**src/rtl/mem_ctl_pkg.sv**
```systemverilog
// Shared types and request-field layout for the core memory request sequencer.
package mem_ctl_pkg;

  localparam int RQ_W        = 65;
  localparam int RQ_ADDR_MSB = 64;
  localparam int RQ_ADDR_LSB = 33;
  localparam int RQ_WE       = 32;
  localparam int RQ_DATA_MSB = 31;

  typedef enum logic [2:0] {
    IDLE,
    RAM_RD,
    MMIO_REQ,
    MMIO_RSP,
    RESP
  } state_t;

  typedef enum logic [1:0] {
    REG_RAM,
    REG_MMIO,
    REG_NONE
  } region_t;

endpackage

```
**src/rtl/mem_region_decode.sv**
```systemverilog
// Combinational byte-address to region decode; RAM wins where it overlaps the MMIO window.
module mem_region_decode
  import mem_ctl_pkg::*;
#(
  parameter int          LGSZW     = 8,
  parameter logic [31:0] MMIO_BASE = 32'h1000_0000,
  parameter int          MMIO_LGSZ = 12
) (
  input  logic [31:0] addr,
  output region_t     region
);

  logic [31:0] ram_hi;
  logic [31:0] mmio_hi;
  logic [31:0] base_hi;

  always_comb begin
    ram_hi  = addr >> (2 + LGSZW);
    mmio_hi = addr >> MMIO_LGSZ;
    base_hi = MMIO_BASE >> MMIO_LGSZ;
    if (ram_hi == 32'd0) begin
      region = REG_RAM;
    end else if (mmio_hi == base_hi) begin
      region = REG_MMIO;
    end else begin
      region = REG_NONE;
    end
  end

endmodule

```
**src/rtl/mem_rq_sequencer.sv**
```systemverilog
// Accepts one core memory request at a time, steers it to RAM or the MMIO port,
// and returns exactly one response per request under response backpressure.
module mem_rq_sequencer
  import mem_ctl_pkg::*;
#(
  parameter int          LGSZW       = 8,
  parameter logic [31:0] MMIO_BASE   = 32'h1000_0000,
  parameter int          MMIO_LGSZ   = 12,
  parameter int          TIMEOUT_CYC = 255,
  parameter logic [31:0] ERR_DATA    = 32'hDEAD_BEEF
) (
  input  logic             clk,
  input  logic             rst_n,
  // Both the core get/put pair and the MMIO port use the same rule: a transfer
  // happens on a clock edge where the offering side's valid/rdy and the taking
  // side's ready/en are both high; an offered payload stays stable until then.
  input  logic             rq_rdy,
  output logic             rq_en,
  input  logic [RQ_W-1:0]  rq_data,
  input  logic             rs_rdy,
  output logic             rs_en,
  output logic [31:0]      rs_data,
  output logic [LGSZW-1:0] ram_addr,
  output logic             ram_we,
  output logic [31:0]      ram_wdata,
  input  logic [31:0]      ram_rdata,
  output logic             mmio_req_valid,
  input  logic             mmio_req_ready,
  output logic [31:0]      mmio_req_addr,
  output logic             mmio_req_we,
  output logic [31:0]      mmio_req_wdata,
  input  logic             mmio_rsp_valid,
  input  logic [31:0]      mmio_rsp_data,
  output logic             busy,
  output logic             err,
  output state_t           dbg_state
);

  localparam logic [15:0] TMO_LAST = 16'(TIMEOUT_CYC - 1);

  state_t      state;
  region_t     rq_region;
  logic [31:0] rq_addr;
  logic        rq_we;
  logic        we_q;
  logic [31:0] rsp_q;
  logic [15:0] tmo_cnt;
  logic        tmo_hit;
  logic [31:0] ram_rsp;

  assign rq_addr = rq_data[RQ_ADDR_MSB:RQ_ADDR_LSB];
  assign rq_we   = rq_data[RQ_WE];

  mem_region_decode #(
    .LGSZW     (LGSZW),
    .MMIO_BASE (MMIO_BASE),
    .MMIO_LGSZ (MMIO_LGSZ)
  ) u_decode (
    .addr   (rq_addr),
    .region (rq_region)
  );

  assign rq_en     = rq_rdy && (state == IDLE);
  assign ram_addr  = rq_addr[LGSZW+1:2];
  assign ram_wdata = rq_data[RQ_DATA_MSB:0];
  assign ram_we    = rq_en && (rq_region == REG_RAM) && rq_we;
  assign busy      = (state != IDLE);
  assign dbg_state = state;

  // The counter holds the index of the current cycle spent in the MMIO states,
  // so the last allowed cycle is TIMEOUT_CYC-1; >= covers a late MMIO accept.
  assign tmo_hit = (tmo_cnt >= TMO_LAST);
  assign ram_rsp = we_q ? 32'd0 : ram_rdata;
  assign rs_en   = rs_rdy && ((state == RAM_RD) || (state == RESP));

  always_comb begin
    rs_data = 32'd0;
    case (state)
      RAM_RD:  rs_data = ram_rsp;
      RESP:    rs_data = rsp_q;
      default: rs_data = 32'd0;
    endcase
  end

  always_ff @(posedge clk or negedge rst_n) begin
    if (!rst_n) begin
      state          <= IDLE;
      we_q           <= 1'b0;
      rsp_q          <= 32'd0;
      tmo_cnt        <= 16'd0;
      err            <= 1'b0;
      mmio_req_valid <= 1'b0;
      mmio_req_addr  <= 32'd0;
      mmio_req_we    <= 1'b0;
      mmio_req_wdata <= 32'd0;
    end else begin
      case (state)
        IDLE: begin
          if (rq_en) begin
            we_q <= rq_we;
            case (rq_region)
              REG_RAM: state <= RAM_RD;
              REG_MMIO: begin
                state          <= MMIO_REQ;
                mmio_req_valid <= 1'b1;
                mmio_req_addr  <= rq_addr;
                mmio_req_we    <= rq_we;
                mmio_req_wdata <= rq_data[RQ_DATA_MSB:0];
                tmo_cnt        <= 16'd0;
              end
              default: begin
                state <= RESP;
                rsp_q <= ERR_DATA;
                err   <= 1'b1;
              end
            endcase
          end
        end
        RAM_RD: begin
          if (rs_rdy) begin
            state <= IDLE;
          end else begin
            rsp_q <= ram_rsp;
            state <= RESP;
          end
        end
        MMIO_REQ: begin
          tmo_cnt <= tmo_cnt + 16'd1;
          if (mmio_req_ready) begin
            mmio_req_valid <= 1'b0;
            state          <= MMIO_RSP;
          end else if (tmo_hit) begin
            mmio_req_valid <= 1'b0;
            rsp_q          <= ERR_DATA;
            err            <= 1'b1;
            state          <= RESP;
          end
        end
        MMIO_RSP: begin
          tmo_cnt <= tmo_cnt + 16'd1;
          if (mmio_rsp_valid) begin
            rsp_q <= mmio_req_we ? 32'd0 : mmio_rsp_data;
            state <= RESP;
          end else if (tmo_hit) begin
            rsp_q <= ERR_DATA;
            err   <= 1'b1;
            state <= RESP;
          end
        end
        RESP: begin
          if (rs_rdy) state <= IDLE;
        end
        default: state <= IDLE;
      endcase
    end
  end

endmodule

```
**config.mk**
```make
export PLATFORM = sky130hd
export DESIGN_NAME = mem_rq_sequencer
export DESIGN_NICKNAME = d
export VERILOG_FILES = /design/src/rtl/mem_ctl_pkg.sv /design/src/rtl/mem_region_decode.sv /design/src/rtl/mem_rq_sequencer.sv
export SDC_FILE = /design/constraint.sdc
export NUM_CORES = 1
export LEC_CHECK = 0
export CELL_PAD_IN_SITES_DETAIL_PLACEMENT = 1
export CELL_PAD_IN_SITES_GLOBAL_PLACEMENT = 2
export CORE_MARGIN = 2
export CORE_UTILIZATION = 25
export DETAILED_ROUTE_END_ITERATION = 6
export DONT_BUFFER_PORTS = 1
export PLACE_DENSITY_LB_ADDON = 0.1
export SLEW_MARGIN = 15
export SYNTH_ARGS = -nofsm -noshare
export SYNTH_HDL_FRONTEND = slang
export SYNTH_SLANG_ARGS = --single-unit
```
**constraint.sdc**
```tcl
create_clock -name clk -period 6.75 [get_ports clk]
set_clock_uncertainty 0.15 [all_clocks]
set_input_delay 1.6875 -clock clk [delete_from_list [all_inputs] [get_ports clk]]
set_output_delay 1.6875 -clock clk [all_outputs]
set_load 0.01 [all_outputs]
```
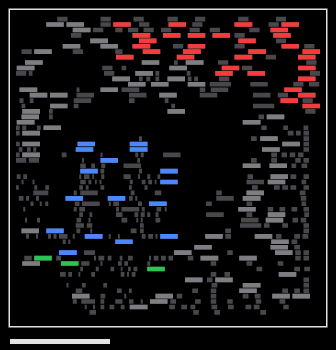
ff_map.png
Bar = 50 µm. Other sequential cells in the stronger grey, the rest of the logic in the fainter grey.
Key: blue = tmo_cnt [placed flops 16]; red = mmio_req_wdata [placed flops 32]; green = dbg_state [placed flops 3]
Another 68 sequential cells are not coloured.
share of the final layout cell area in sequential cells: 45.7%
Post-Route Utilization: 27.8%
area taken by flip-flops and latches: 2980 µm²
power drawn by the sequential cells: 774 µW

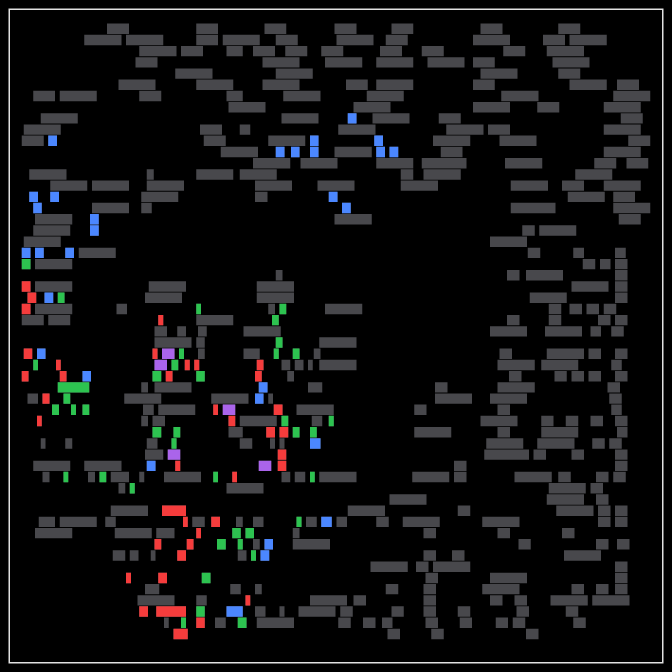
gates.png
Key: blue = and/or cells [cells 30]; green = nand cells [cells 40]; red = nor cells [cells 39]; purple = xor and xnor cells [cells 5, where left middle]
top logic cell by instance count in the layout: sky130_fd_sc_hd__dfrtp_1
number of standard cells in the final layout excluding fillers: 779
multi-input logic portion of the cell area: 37.7%

==> commit_impl_results.txt <==
Store results of the implementation flow

- The run finished with clean final reports.
- Fillcell total: ~2600
* Combinational gate area: roughly 2500 µm²
* Global-route wire length before repair: around 24 mm
* Count of non-CTS buffers in the layout: 4
- Once detail routing completed, the nets flagged for antenna violations numbered 0.
- Number of setup violations in the final report: 0
* Number of flops mapped to enable cells by yosys: 0
- Unrepaired setup endpoints after global routing: no
- Slowest cell on the critical path: sky130_fd_sc_hd__nor4_1
- By area, sequential cells come first.
* Total GRT Usage: about 13%
- The largest single stage delay on the critical path is about 0.34 ns.
* Number of antenna diodes: 0
* Crit start category: input port
- Normalized max-slew margin: between 20% and 30%
- Hold repair after CTS inserted 0 buffers.
- Final hold slack: between 0.3 and 0.4 ns
- The DRC violation total left in the routed layout is recorded as 0.
- Commonest register cell after synthesis: sky130_fd_sc_hd__dfrtp_1
* Layout net count: approximately 580
* Layout buffering overhead excluding clock cells: less than 1%
* Detailed Place HPWL: approximately 11 mm
- Across all setup checks in the final design, the least slack found is around 2.2 ns.
* Clock buf count: 17
- Post-synth seq share: roughly 50%
- Clock buf/inv share: about a tenth
* Gate Count Post-Synth: 499
* Maximum fanout along the worst path: 3
- Per the layout report, the design carries 9 non-clock inverters.
* Aggregate global routing overflow: 0
* Starting DRC count in detailed routing: around 230
- Clock root buffer master: sky130_fd_sc_hd__clkbuf_16
- Num sequential: between 100 and 150
- IO Count: ~280
- At the floorplan stage, the core utilization is reported as 25.4%.
- RePlAce Congestion: between 0.6 and 0.7
- Buffering stage count on the worst path with inverters included: 0
- The worst VDD IR drop from the latest analysis is roughly 0.14 mV.
- H-tree depth: 4
* Number of flip-flops and latches in the synthesized netlist: 119
- In the final layout, the share of cells above drive strength 1 is between 10% and 20%.
* Most area-hungry cell type in the Yosys netlist: sky130_fd_sc_hd__dfrtp_1
* Adders+Majority by Area: less than 1%
* Pins over their slew limit: 0
- Clock transition at the register clock pins on the worst setup and hold paths after CTS: roughly 0.06 ns
- Iteration count of the initial detailed-routing pass: 4
* Slew at the pin closest to its max-slew limit: between 1 and 1.5 ns
* Tap cells: ~320
* Ranking of synthesized cells by area: sky130_fd_sc_hd__dfrtp_1 50%, sky130_fd_sc_hd__mux2_4 11%, sky130_fd_sc_hd__buf_4 5.3%
* # clock sinks: 119
* Number of hold-slack violations in the final timing report: 0
- For this run, the top clock speed supported by timing is 219 MHz.
* Max-capacitance violation count: 0
- Per the detail_route report, routed wire per instance is between 20 and 25 µm.
- Wirelength, routed: 16.5 mm
- Dpl cell area: a little under 6000 µm²
* Number of CTS-inserted buffers: 17
- Portion of synthesized cell area occupied by the leading cell type: 50.1%
- The floorplan step set the die height to around 160 µm.
* Cell count listed in synth_stat.txt: around 500
- Dividing the synthesized area by the synthesized cell count gives approximately 12 µm².
- # placed instances: around 750
- Post-CTS sizing: 0
* Initial antenna violation count: 0
* Most frequent cells after synthesis: 119 x sky130_fd_sc_hd__dfrtp_1, 42 x sky130_fd_sc_hd__buf_4, 42 x sky130_fd_sc_hd__mux2_4, 32 x sky130_fd_sc_hd__a22o_1, 32 x sky130_fd_sc_hd__o2bb2ai_1
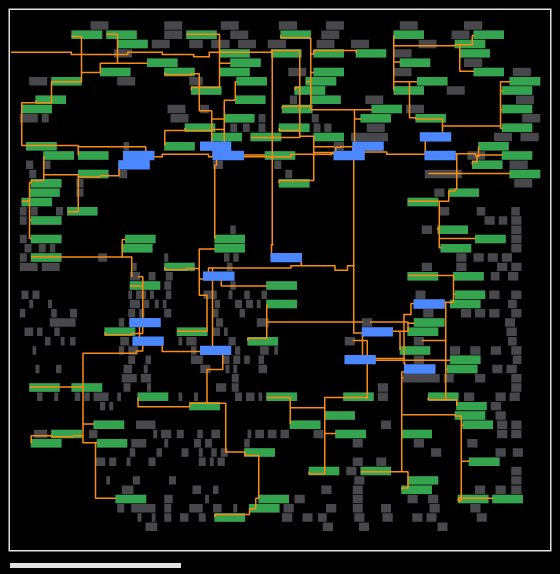
clock_wires.png
Bar = 50 µm.
Key: blue = clock-net drivers [count 17]; green = flip-flops [count 119]; orange = clock wires [length 1990 µm]
Position of the flops: spread over the die. There are 18 routed clock nets.
clock share of power: 51.5%
Clk Latency, worst-skew pair: 0.41 ns
reported clock group power: 952 µW

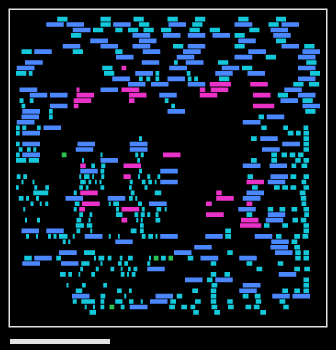
class_map.png
Bar = 50 µm.
Key: green = remaining buffers and delay cells [cells 4, share of their area 0.49%]; cyan = remaining logic cells [cells 305, share of their area 41%]; blue = registers [cells 119, share of their area 49%]; magenta = clock drivers and dummy loads [cells 32, share of their area 10%]
Rows: 56
Placeable Area: 23400 µm²
final std cell area, no fill: 6520 µm²

## routing by layer
metal | wire length, µm | GRT usage [%] | part of all wire [%]
met5 | 0 | 0 | 0
met4 | 264 | 4.55 | 1.6
met3 | 1240 | 4.02 | 7.5
met2 | 7830 | 19.9 | 48
met1 | 7140 | 16.4 | 43
## cells in the final DEF, fill, tap and decap left out, types with 11 or more instances in the layout
master	n
sky130_fd_sc_hd__a22o_1	32
sky130_fd_sc_hd__dfrtp_1	119
sky130_fd_sc_hd__and2_1	20
sky130_fd_sc_hd__nor2_1	13
sky130_fd_sc_hd__o21ai_0	11
sky130_fd_sc_hd__a221oi_1	24
sky130_fd_sc_hd__nand2_1	15
sky130_fd_sc_hd__mux2_4	42
sky130_fd_sc_hd__o2bb2ai_1	32
sky130_fd_sc_hd__clkbuf_16	17
sky130_fd_sc_hd__nand3_1	14
## flip-flops by register name (all words and copies together) (netlist names), 3 cells and up
signal / cells
dbg_state: 3
mmio_req_addr: 32
mmio_req_wdata: 32
tmo_cnt: 16
rsp_q: 32
## worst paths after layout
kind	start	endpoint	slack [ns]	depth (start not counted)
worst min register to register	rsp_q[16]	rsp_q[16]	0.34	1
worst max-delay path	rq_data[47]	ram_we	2.18	5
worst max register to register	dbg_state[1]	rsp_q[31]	3.74	5
worst min-delay path	rsp_q[16]	rsp_q[16]	0.34	1
min in group asynchronous	rst_n	rsp_q[7]	0.82	0
max in group asynchronous	rst_n	mmio_req_addr[22]	5.43	0
## report_power, final
part	leakage, nW	total, mW	switching, mW	internal (mW)
Clock	0.297	0.952	0.362	0.590
Combinational	1.17	0.123	0.0732	0.0495
Sequential	1.51	0.774	0.0260	0.748
Power and IR drop assume default switching activity.
